<file path="src/rtl/uart_fifo_tx_if.sv">
// FIFO read port between a byte FIFO (slave) and the UART transmitter that pops it (master).
interface uart_fifo_tx_if;
  logic [7:0] fifo_data;
  logic       fifo_isData;
  logic       fifo_oe;

  modport master (
    input  fifo_data,
    input  fifo_isData,
    output fifo_oe
  );

  modport slave (
    output fifo_data,
    output fifo_isData,
    input  fifo_oe
  );
endinterface

</file>
<file path="src/rtl/uart_fifo_tx.sv">
// UART transmitter draining a byte FIFO: start, 8 data bits LSB first, optional parity, stop bits.
// Optional parity bit and parityOdd port are enabled by defining UART_TX_PARITY_EN.
module uart_fifo_tx #(
  parameter int CLOCK_SCALE_WIDTH = 16,
  parameter int STOP_BITS         = 1   // 1 or 2
) (
  input  logic                         clk,
  input  logic                         rst,
  input  logic                         enable,
  input  logic [CLOCK_SCALE_WIDTH-1:0] clockScale,
`ifdef UART_TX_PARITY_EN
  input  logic                         parityOdd,
`endif
  uart_fifo_tx_if.master               rd,
  output logic                         tx,
  output logic                         busy
);

  typedef enum logic [2:0] {
    IDLE,
    START,
    DATA,
`ifdef UART_TX_PARITY_EN
    PARITY,
`endif
    STOP
  } state_t;

  localparam logic [CLOCK_SCALE_WIDTH-1:0] PERIOD_ONE = CLOCK_SCALE_WIDTH'(1);
  localparam logic [2:0] LAST_STOP = 3'(STOP_BITS - 1);

  state_t                       state;
  logic [2:0]                   bitCnt;
  logic [CLOCK_SCALE_WIDTH-1:0] periodCnt;
  logic [7:0]                   shiftReg;
  logic                         bitEnd;
`ifdef UART_TX_PARITY_EN
  logic                         parityAcc;
`endif

  assign bitEnd = (periodCnt == '0);

  // NOTE: every register here is updated with <= so all branches see pre-edge values.
  always_ff @(posedge clk or posedge rst) begin
    if (rst) begin
      state      <= IDLE;
      tx         <= 1'b1;
      rd.fifo_oe <= 1'b0;
      busy       <= 1'b0;
      bitCnt     <= '0;
      periodCnt  <= '0;
      shiftReg   <= '0;
`ifdef UART_TX_PARITY_EN
      parityAcc  <= 1'b0;
`endif
    end else begin
      rd.fifo_oe <= 1'b0;

      if (state != IDLE) begin
        periodCnt <= bitEnd ? clockScale : periodCnt - PERIOD_ONE;
      end

      case (state)
        IDLE: begin
          tx   <= 1'b1;
          busy <= 1'b0;
          if (enable && rd.fifo_isData) begin
            shiftReg   <= rd.fifo_data;
`ifdef UART_TX_PARITY_EN
            parityAcc  <= ^rd.fifo_data;
`endif
            rd.fifo_oe <= 1'b1;
            tx         <= 1'b0;
            busy       <= 1'b1;
            periodCnt  <= clockScale;
            state      <= START;
          end
        end

        START: begin
          if (bitEnd) begin
            tx       <= shiftReg[0];
            shiftReg <= shiftReg >> 1;
            bitCnt   <= '0;
            state    <= DATA;
          end
        end

        DATA: begin
          if (bitEnd) begin
            if (bitCnt == 3'd7) begin
              bitCnt <= '0;
`ifdef UART_TX_PARITY_EN
              tx     <= parityAcc ^ parityOdd;
              state  <= PARITY;
`else
              tx     <= 1'b1;
              state  <= STOP;
`endif
            end else begin
              tx       <= shiftReg[0];
              shiftReg <= shiftReg >> 1;
              bitCnt   <= bitCnt + 3'd1;
            end
          end
        end

`ifdef UART_TX_PARITY_EN
        PARITY: begin
          if (bitEnd) begin
            tx    <= 1'b1;
            state <= STOP;
          end
        end
`endif

        STOP: begin
          if (bitEnd) begin
            // Leaving STOP drops busy; the following IDLE cycle is the mandatory inter-frame gap.
            if (bitCnt == LAST_STOP) begin
              busy  <= 1'b0;
              state <= IDLE;
            end else begin
              bitCnt <= bitCnt + 3'd1;
            end
          end
        end

        default: begin
          tx    <= 1'b1;
          busy  <= 1'b0;
          state <= IDLE;
        end
      endcase
    end
  end

endmodule

</file>
<file path="src/flat_wrapper.sv">
// flat-port wrapper written by rule: the top's interface ports become plain ports
module uart_fifo_tx_flat 
#(
  parameter int CLOCK_SCALE_WIDTH = 16,
  parameter int STOP_BITS         = 1            
)
  (clk, rst, enable, clockScale, tx, busy, rd_fifo_data, rd_fifo_isData, rd_fifo_oe);
  uart_fifo_tx_if rd_i ();
  input  logic clk;
  input  logic rst;
  input  logic enable;
  input  logic [CLOCK_SCALE_WIDTH-1:0] clockScale;
  output logic tx;
  output logic busy;
  input wire logic [$bits(rd_i.fifo_data)-1:0] rd_fifo_data;
  input wire logic [$bits(rd_i.fifo_isData)-1:0] rd_fifo_isData;
  output wire logic [$bits(rd_i.fifo_oe)-1:0] rd_fifo_oe;
  assign rd_i.fifo_data = rd_fifo_data;
  assign rd_i.fifo_isData = rd_fifo_isData;
  assign rd_fifo_oe = rd_i.fifo_oe;
  uart_fifo_tx #(.CLOCK_SCALE_WIDTH(CLOCK_SCALE_WIDTH), .STOP_BITS(STOP_BITS)) u_core (.clk(clk), .rst(rst), .enable(enable), .clockScale(clockScale), .rd(rd_i), .tx(tx), .busy(busy));
endmodule
</file>
<file path="config.mk">
export PLATFORM = sky130hd
export DESIGN_NAME = uart_fifo_tx_flat
export DESIGN_NICKNAME = d
export VERILOG_FILES = /design/src/rtl/uart_fifo_tx_if.sv /design/src/rtl/uart_fifo_tx.sv /design/src/flat_wrapper.sv
export SDC_FILE = /design/constraint.sdc
export NUM_CORES = 1
export LEC_CHECK = 0
export CAP_MARGIN = 15
export CORE_MARGIN = 2
export CORE_UTILIZATION = 43
export DETAILED_ROUTE_END_ITERATION = 12
export PLACE_DENSITY = 0.65
export SYNTH_ARGS = -nofsm -noshare
export SYNTH_HDL_FRONTEND = slang
export SYNTH_SLANG_ARGS = --single-unit
</file>
<file path="constraint.sdc">
create_clock -name clk -period 4.5 [get_ports clk]
set_input_delay 0.9 -clock clk [delete_from_list [all_inputs] [get_ports clk]]
set_output_delay 0.9 -clock clk [all_outputs]
set_load 0.01 [all_outputs]
</file>
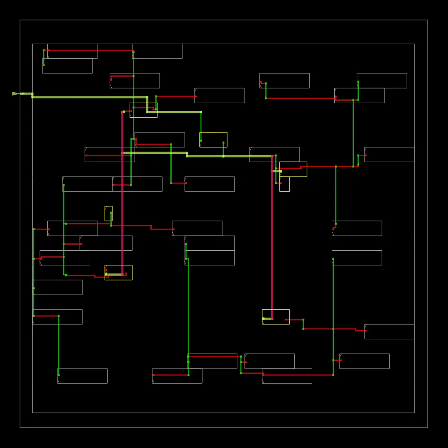
Figure 1: clock nets.
TritonCTS Buffers: 5
Num Clock Sinks: 32
Clock Latency Late Sink: 0.29 ns

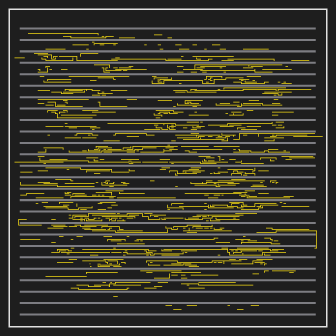
Figure 2: signal wires on met1.
Supply wires on this layer in grey.
- main direction: horizontal
- wire length on this layer: 2190 um
- longest straight run: 20.7 um
- nets with wire on the layer: 264

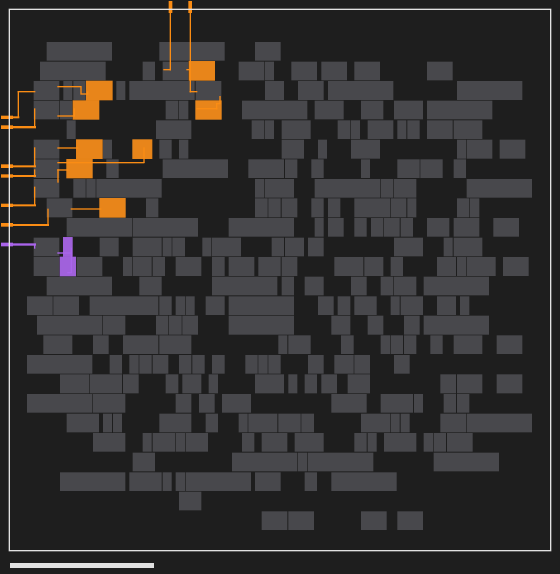
Figure 3: wires at chosen ports, followed through buffers.
The bar under the picture is 20 um long.
- purple: `rd_fifo_isData` (direction input; edge left; end cells 2; wire 9.20 um)
- orange: `rd_fifo_data` (direction input; edge 6 left, 2 top; end cells 8; wire 93.3 um)
I/O pin cnt: 31
IO Port Bufs: 30

==> reports/summary.txt <==
Fill cell count = 444
Clock Root Buffer = clkbuf_8
Post-synth top flop = dfrtp_1
Type of origin of the critical path = register
Slowest cell delay on critical path = 0.67 ns
Final wirelength = 4640 um
Top Layout Cells = dfrtp_1 (31), clkdlybuf4s50_1 (30), o21ai_0 (21), nand2_1 (20), a21oi_1 (18)
Ant. Diodes = 0
Asr flop ratio synth = 100%
Post-synthesis cell type count = 47
Flip-flops = 32
Clock buffers = 6
Total grt overflow = 0
P_leak = 1.14 nW
CTS resizes = 0
Post-route clock period utilization = 57.4%
Worst slew margin = 51.0%
WHS = 0.495 ns
Met2 routed WL = 2210 um
Tool warnings = 31
MaxCap Viol Count = 0
Full die area = 0.00564 mm2
Vias in the first global route = 1750
# rows = 25
Top sig layer = met4
Worst hold start = u_core.bitCnt[0]$_DFFE_PP0P_
Final setup viols = 0
Post-synthesis area per instance = 9.10 um2
Gr busiest metal = met2
RSZ-0062 raised after global routing = no
Comb_multi_in = 186
Flop area = 802 um2
Hold Crit Class = reg2reg
Final Hold Vio Count = 0
CTS tree = yes
Share of cells above drive strength 1 = 12.6%
Flop share of the area = 30.7%
Worst path arrival time = 2.80 ns
Fin Setup TNS = 0 ns
DR vias/cell = 5.32
Critical path data required time = 4.72 ns
Clock group share of total power = 13.0%
Max Fclk = 0.387 GHz
Largest net degree at the start of global routing = 33
Status = completed
Drt first pass iters = 4
Met1 Wirelength = 2190 um
P_sw = 0.000713 W
Max clock buf depth = 2
Detail Route Antenna Nets = 0
Post-CTS Hold Fix Bufs = 0
R2r setup slk = 1.92 ns
Worst flop-to-flop path endpoint = u_core.bitCnt[1]$_DFFE_PP0P_
Initial antenna violation count = 0
Hold Path End = u_core.bitCnt[0]$_DFFE_PP0P_
Pwr Total = 0.00165 W
Final min period = 2.58 ns
Routed WL per cell = 13.8 um
Reg power frac = 33.7%
Worst setup slack after placement = 1.64 ns
Setup crit end = u_core.bitCnt[1]$_DFFE_PP0P_
FF-to-FF Start = u_core.periodCnt[10]$_DFF_PP0_
Internal = 0.000940 W
Worst Path Max Fanout = 9
EDFF count, synth = 0
CP max-delay cell = or4_1
Nets = 306
cell families after synthesis:
kind of cell	after synthesis	share of synthesized area (%)
xor+xnor	8	3.22
buf+inv	21	4.03
fa+ha+maj	9	5.18
compound gates	58	15.8
simple gates	78	18.8
mux	33	16.1
flops	32	36.9
per-stage QoR:
stage | util, % | cell area (um2)
2_1_floorplan | - | 2170
3_3_place_gp | 53.0 | 2540
3_5_place_dp | 53.0 | 2540
4_1_cts | 54.7 | 2620
5_1_grt | 54.7 | 2620
6_report | 54.7 | 2620
power groups by stage:
stage	clock (W)	sequential, W	combinational (W)
final	0.000215	0.000557	0.000882
after detailed placement	0	0.000562	0.000879
after CTS	0.000222	0.000558	0.000885
after global placement	0	0.000558	0.000861
after global routing	0.000229	0.000578	0.00100
after floorplan	0	0.000523	0.000708
cells in the mapped netlist (all sizes together), types with 3 or more instances:
| master | number | area (um2) |
|---|---|---|
| or4 | 4 | 33.8 |
| nor2 | 16 | 60.1 |
| a21oi | 18 | 90.1 |
| nand2b | 5 | 31.3 |
| o31ai | 3 | 22.5 |
| mux2 | 16 | 180 |
| o21ai | 24 | 128 |
| nand2 | 20 | 75.1 |
| nor2b | 4 | 25.0 |
| a31oi | 3 | 18.8 |
| clkbuf | 8 | 30.0 |
| nand3 | 5 | 25.0 |
| mux2i | 17 | 170 |
| buf | 3 | 20.0 |
| inv | 10 | 37.5 |
| xor2 | 3 | 26.3 |
| nor3 | 9 | 45.0 |
| xnor2 | 5 | 43.8 |
| dfrtp | 31 | 776 |
| ha | 9 | 113 |
| or2 | 3 | 18.8 |
state kept, by name (all words and copies together), names as in the netlist:
signal,count
u_core.bitCnt,3
u_core.busy,1
u_core.periodCnt,16
u_core.rd.fifo_oe,1
u_core.shiftReg,8
u_core.state,2
u_core.tx,1
Power is estimated from default activity; no workload was simulated.
